==> config.mk <==
export PLATFORM = sky130hd
export DESIGN_NAME = rf_wb_sched
export DESIGN_NICKNAME = d
export VERILOG_FILES = /design/src/rtl/rf_sched_pkg.sv /design/src/rtl/rf_scoreboard.sv /design/src/rtl/rf_wb_sched.sv
export SDC_FILE = /design/constraint.sdc
export NUM_CORES = 1
export LEC_CHECK = 0
export CAP_MARGIN = 20
export CORE_UTILIZATION = 49
export CTS_CLUSTER_SIZE = 16
export DETAILED_ROUTE_END_ITERATION = 10
export GPL_ROUTABILITY_DRIVEN = 1
export PLACE_DENSITY = 0.76
export SYNTH_ARGS = -nofsm -noshare
export SYNTH_HDL_FRONTEND = slang
export SYNTH_SLANG_ARGS = --single-unit
==> constraint.sdc <==
create_clock -name clk -period 2.83 [get_ports clk]
set_clock_uncertainty 0.2 [all_clocks]
set_input_delay 0.4245 -clock clk [delete_from_list [all_inputs] [get_ports clk]]
set_output_delay 0.4245 -clock clk [all_outputs]
set_load 0.01 [all_outputs]
==> src/rtl/rf_sched_pkg.sv <==
// rf_sched_pkg: shared types and widths for the register-file writeback scheduler
package rf_sched_pkg;
  localparam int REG_AW = 5;
  typedef enum logic [1:0] {WB_NONE = 2'd0, WB_IEU = 2'd1, WB_LSU = 2'd2, WB_PC = 2'd3} wb_src_e;
endpackage

==> src/rtl/rf_scoreboard.sv <==
// rf_scoreboard: busy bits for registers with a write in flight, x0 never busy
module rf_scoreboard
  import rf_sched_pkg::*;
(
  input  logic              clk,
  input  logic              reset_n,
  input  logic              set_en,
  input  logic [REG_AW-1:0] set_idx,
  input  logic              clr_en,
  input  logic [REG_AW-1:0] clr_idx,
  input  logic [REG_AW-1:0] rs1_idx,
  input  logic [REG_AW-1:0] rs2_idx,
  input  logic [REG_AW-1:0] rd_idx,
  output logic              rs1_busy,
  output logic              rs2_busy,
  output logic              rd_busy,
  output logic              clr_busy
);
  logic [31:0] busy_q, busy_d;
  always_comb begin
    busy_d = busy_q;
    if (clr_en) busy_d[clr_idx] = 1'b0;
    // applied after the clear so a same-index set wins
    if (set_en) busy_d[set_idx] = 1'b1;
    busy_d[0] = 1'b0;
    rs1_busy = busy_q[rs1_idx];
    rs2_busy = busy_q[rs2_idx];
    rd_busy = busy_q[rd_idx];
    clr_busy = busy_q[clr_idx];
  end
  always_ff @(posedge clk or negedge reset_n)
    if (!reset_n) busy_q <= '0;
    else busy_q <= busy_d;
endmodule

==> src/rtl/rf_wb_sched.sv <==
// rf_wb_sched: issue hazard stall and IEU/LSU writeback arbitration for the
// register file's single write port, with starvation protection for the IEU
module rf_wb_sched
  import rf_sched_pkg::*;
#(
  parameter int STARVE_LIMIT = 4,
  parameter bit LSU_PRIO = 1'b1
) (
  input  logic              clk,
  input  logic              reset_n,
  input  logic              issue_valid,
  input  logic [REG_AW-1:0] issue_rs1,
  input  logic [REG_AW-1:0] issue_rs2,
  input  logic              issue_uses_rs1,
  input  logic              issue_uses_rs2,
  input  logic [REG_AW-1:0] issue_rd,
  input  logic [1:0]        issue_wb_src,
  input  logic              ext_stall,
  output logic              issue_ready,
  input  logic              ieu_wb_valid,
  input  logic [REG_AW-1:0] ieu_wb_rd,
  input  logic              ieu_wb_pc,
  output logic              ieu_wb_ready,
  input  logic              lsu_wb_valid,
  input  logic [REG_AW-1:0] lsu_wb_rd,
  output logic              lsu_wb_ready,
  output logic [REG_AW-1:0] rf_rd_addr,
  output logic              rf_wb_ieu,
  output logic              rf_wb_lsu,
  output logic              rf_wb_pc,
  output logic              rf_stall,
  output logic              wb_err
);
  logic rs1_busy, rs2_busy, rd_busy, clr_busy;
  logic haz, writes, set_en, g_ieu, g_lsu, wr;
  logic [REG_AW-1:0] g_rd;
  logic [3:0] starve_q, starve_d;
  logic wb_err_q, wb_err_d;
  rf_scoreboard u_sb (
    .clk      (clk),
    .reset_n  (reset_n),
    .set_en   (set_en),
    .set_idx  (issue_rd),
    .clr_en   (wr),
    .clr_idx  (g_rd),
    .rs1_idx  (issue_rs1),
    .rs2_idx  (issue_rs2),
    .rd_idx   (issue_rd),
    .rs1_busy (rs1_busy),
    .rs2_busy (rs2_busy),
    .rd_busy  (rd_busy),
    .clr_busy (clr_busy)
  );
  always_comb begin
    writes = wb_src_e'(issue_wb_src) != WB_NONE;
    haz = (issue_uses_rs1 & rs1_busy) | (issue_uses_rs2 & rs2_busy) | (writes & rd_busy);
    issue_ready = reset_n & ~haz & ~ext_stall;
    rf_stall = ~reset_n | ext_stall | (issue_valid & haz);
    set_en = issue_valid & issue_ready & writes & (issue_rd != '0);
    // writeback grants ignore stalls; reset_n gates them so nothing writes in reset
    g_ieu = reset_n & ieu_wb_valid & (~lsu_wb_valid | ~LSU_PRIO | (int'(starve_q) >= STARVE_LIMIT));
    g_lsu = reset_n & lsu_wb_valid & ~g_ieu;
    g_rd = g_ieu ? ieu_wb_rd : g_lsu ? lsu_wb_rd : '0;
    wr = (g_ieu | g_lsu) & (g_rd != '0);
    ieu_wb_ready = g_ieu;
    lsu_wb_ready = g_lsu;
    rf_rd_addr = g_rd;
    rf_wb_pc = wr & g_ieu & ieu_wb_pc;
    rf_wb_ieu = wr & g_ieu & ~ieu_wb_pc;
    rf_wb_lsu = wr & g_lsu;
    starve_d = g_ieu ? '0 : (ieu_wb_valid & (starve_q != 4'hf)) ? starve_q + 4'd1 : starve_q;
    wb_err_d = wb_err_q | (wr & ~clr_busy);
  end
  always_ff @(posedge clk or negedge reset_n)
    if (!reset_n) begin
      starve_q <= '0;
      wb_err_q <= 1'b0;
    end else begin
      starve_q <= starve_d;
      wb_err_q <= wb_err_d;
    end
  assign wb_err = wb_err_q;
endmodule

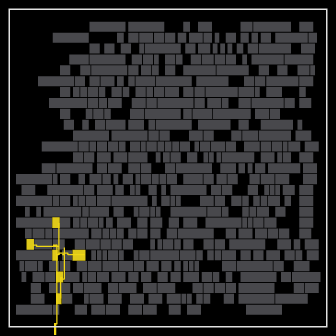
(images/port_nets.png)
Key: yellow = ieu_wb_valid [bits 1, direction input, edge south, end cells 6, buffers 2, wire 58.2 um]
Port-buffer cells: 48
I/O pin cnt: 49

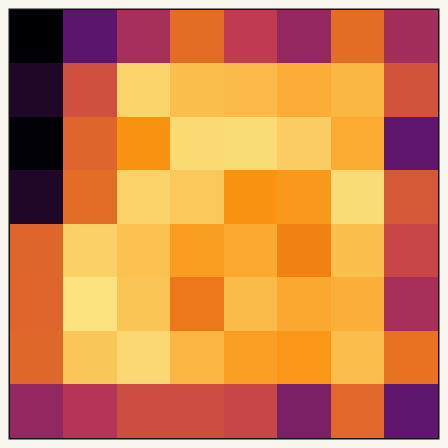
(images/density.png)
8 x 8 tiles, from black (low) to pale yellow (high), 0 to 100% covered.
The fullest tile reaches 94%. The mean over all tiles is 66%. 3.1% of the tiles are nearly empty. The emptiest ninth of the die: north-west.
Core ar.: 5610 um^2
Initial Utilization: 51.8%

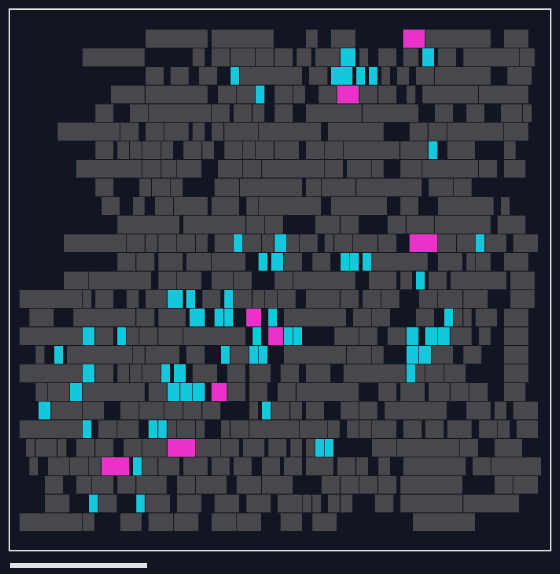
(images/gate_families.png)
Scale bar: 20 um.
Key: magenta = AND and OR gates [cells 8]; cyan = NAND gates [cells 57, where widely spread]
combinational share of cell area: 45.3%
dominant logic cell type in the layout: buf_4

==> CHANGELOG.md <==
### Changed

* Non-CTS buffers at 141
* CP required at 2210 ps
* Most Used Layer, Global Route: met2
* WS Path Type: reg -> out
* # setup viols final at 2
* Seq group at 0.000676 W
* Fin Hold WS at 18.3 ps
* Worst-path clk slew at 70 ps
* Cts bufs inserted at 5
* Initial antenna violation count at 0
* Commonest cells after routing, fill and taps aside: buf_4 (90), nand2_1 (37), clkdlybuf4s50_1 (34), dfrtp_1 (34), o31ai_1 (31)
* Adder-cell share of the synthesized area at 0.431%
* Total track usage at 35.5%
* Period utilisation layout at 106%
* Clk_lat worst skew at 290 ps
* Instance count of the mapped netlist at 304
* And-or/or-and share of the synthesized area at 24.4%
* Tot Pwr at 0.00188 W
* Worst setup EP type: output pin
* F_max at 334 MHz
* Pwr dens at 449 nW/um^2
* Slowest stage delay, CP at 480 ps
* Comb area at 1900 um^2
* Final Worst Setup Slack at -168 ps
* FFs & Latches at 36
* Failing checks: setup timing
* Logic inverters at 11
* First-pass GRT wire length at 16.4 mm
* Peak supply drop at 369 uV
* P_clk at 0.000343 W
* Crit path max fanout at 4
* Hold/Removal Path Class: in -> async
* Post-route cell area at 4190 um^2
* Row count at 27
* DR iter-0 viols at 227
* Critical Path, Cell by Cell: mux4_2 -> mux2_2 -> a22o_1 -> nand2_1 -> and3_4 -> o221ai_4 -> a21o_1 -> buf_2
* Seq pwr share at 35.9%
* ANT nets after route at 0
* Biggest consumer: combinational logic
* Worst Setup SP: u_sb.busy_q[23]
* Leak at 1.80 nW
* Count of cell types in the netlist at 54
* Post-CTS Resized at 43
* Clock buffer cells at 5
* Sequential cell area at 903 um^2
* Syn_nets at 341
* Fin. Hold Viols at 0
* Tap cells at 72
* DRT Pass-1 Iters at 10
* Async SR Flop Fraction at 100%
* Sequential cell area share at 21.6%
* Combinational power at 0.000863 W
* Synth warn at 0
* Routed wire per std cell at 20.7 um
* Unrepaired setup endpoints after global routing: true
* Switching pwr at 0.000679 W
* Buf/Inv on CP at 1
* Status: finished with violations
* Post-Synth Simple-Gate Area at 14.1%
* FF+latch count, synth at 36
* Max clock buf depth at 2
* Vias in the first global route at 3217
* Yosys stat area at 2910 um^2
* Post-synth EDFFs at 0
* Placer Congestion at 0.982
* # diodes at 1
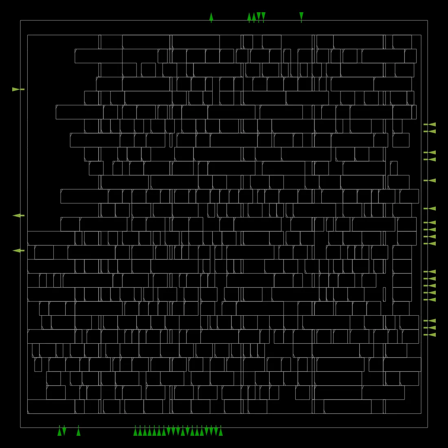
(images/final_placement.png)
number of fill cells in the layout: 409
fin cells: 508

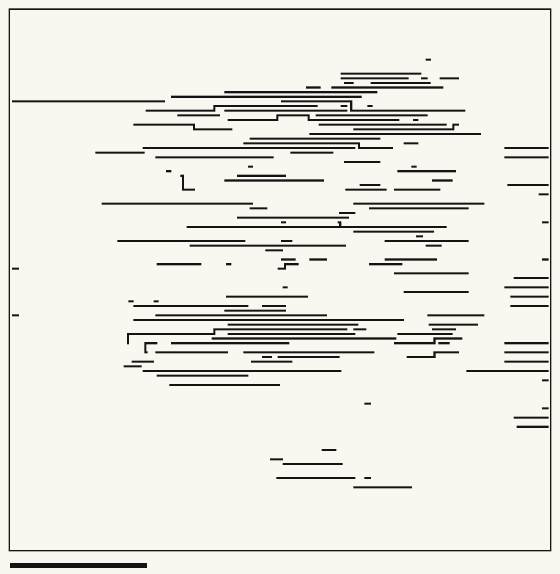
(images/met3.png)
Scale bar: 20 um.
The longest straight run is 39.3 um. The layer holds 11% of the routed length.
grt met3 use: 10.5%
vias post-DR: 3241
final wirelength: 10.5 mm

-- Yosys cell counts, drive strengths merged, types with 3 or more instances --
| library cell | count | area [um^2] |
|---|---|---|
| mux2i | 24 | 240 |
| nand2 | 37 | 139 |
| inv | 11 | 41.3 |
| and3 | 4 | 26.3 |
| nor2 | 14 | 55.1 |
| dfrtp | 36 | 901 |
| mux4 | 16 | 379 |
| a21oi | 4 | 20.0 |
| nand3 | 16 | 80.1 |
| a211oi | 3 | 27.5 |
| a22oi | 8 | 65.1 |
| nor2b | 4 | 25.0 |
| mux2 | 7 | 78.8 |
| nor3 | 4 | 20.0 |
| o21ai | 36 | 188 |
| buf | 11 | 85.1 |
| o31ai | 31 | 233 |
| clkbuf | 6 | 22.5 |
-- layer usage --
metal	routed length (um)	vias to the layer above	share of wire, %
met5	0	-	0
met1	3860	1542	37
li1	-	1444	-
met4	421	0	4.0
met3	1210	47	11
met2	5030	208	48
-- final timing paths --
kind / slack, ps / depth (start not counted) / to
setup / recovery: -170 / 8 / rf_stall
hold / removal: 20 / 2 / starve_q[3]
setup reg to reg: 140 / 8 / u_sb.busy_q[24]
hold reg to reg: 290 / 2 / wb_err
max in group asynchronous: 2050 / 2 / u_sb.busy_q[21]
min in group clk: 290 / 2 / wb_err
-- flip-flops by register name, summed over array words and instances, names as in the netlist --
name / cells
starve_q: 4
wb_err: 1
u_sb.busy_q: 31
-- per-stage QoR --
stage          util (%)  TNS [ps]  cells
2_1_floorplan         -         0    304
4_1_cts            74.5      -203    507
3_5_place_dp       72.1    -18460    495
6_report           74.7      -246    508
5_1_grt            74.7      -330    507
3_3_place_gp       72.1    -16710    495
Power and IR drop assume default switching activity.
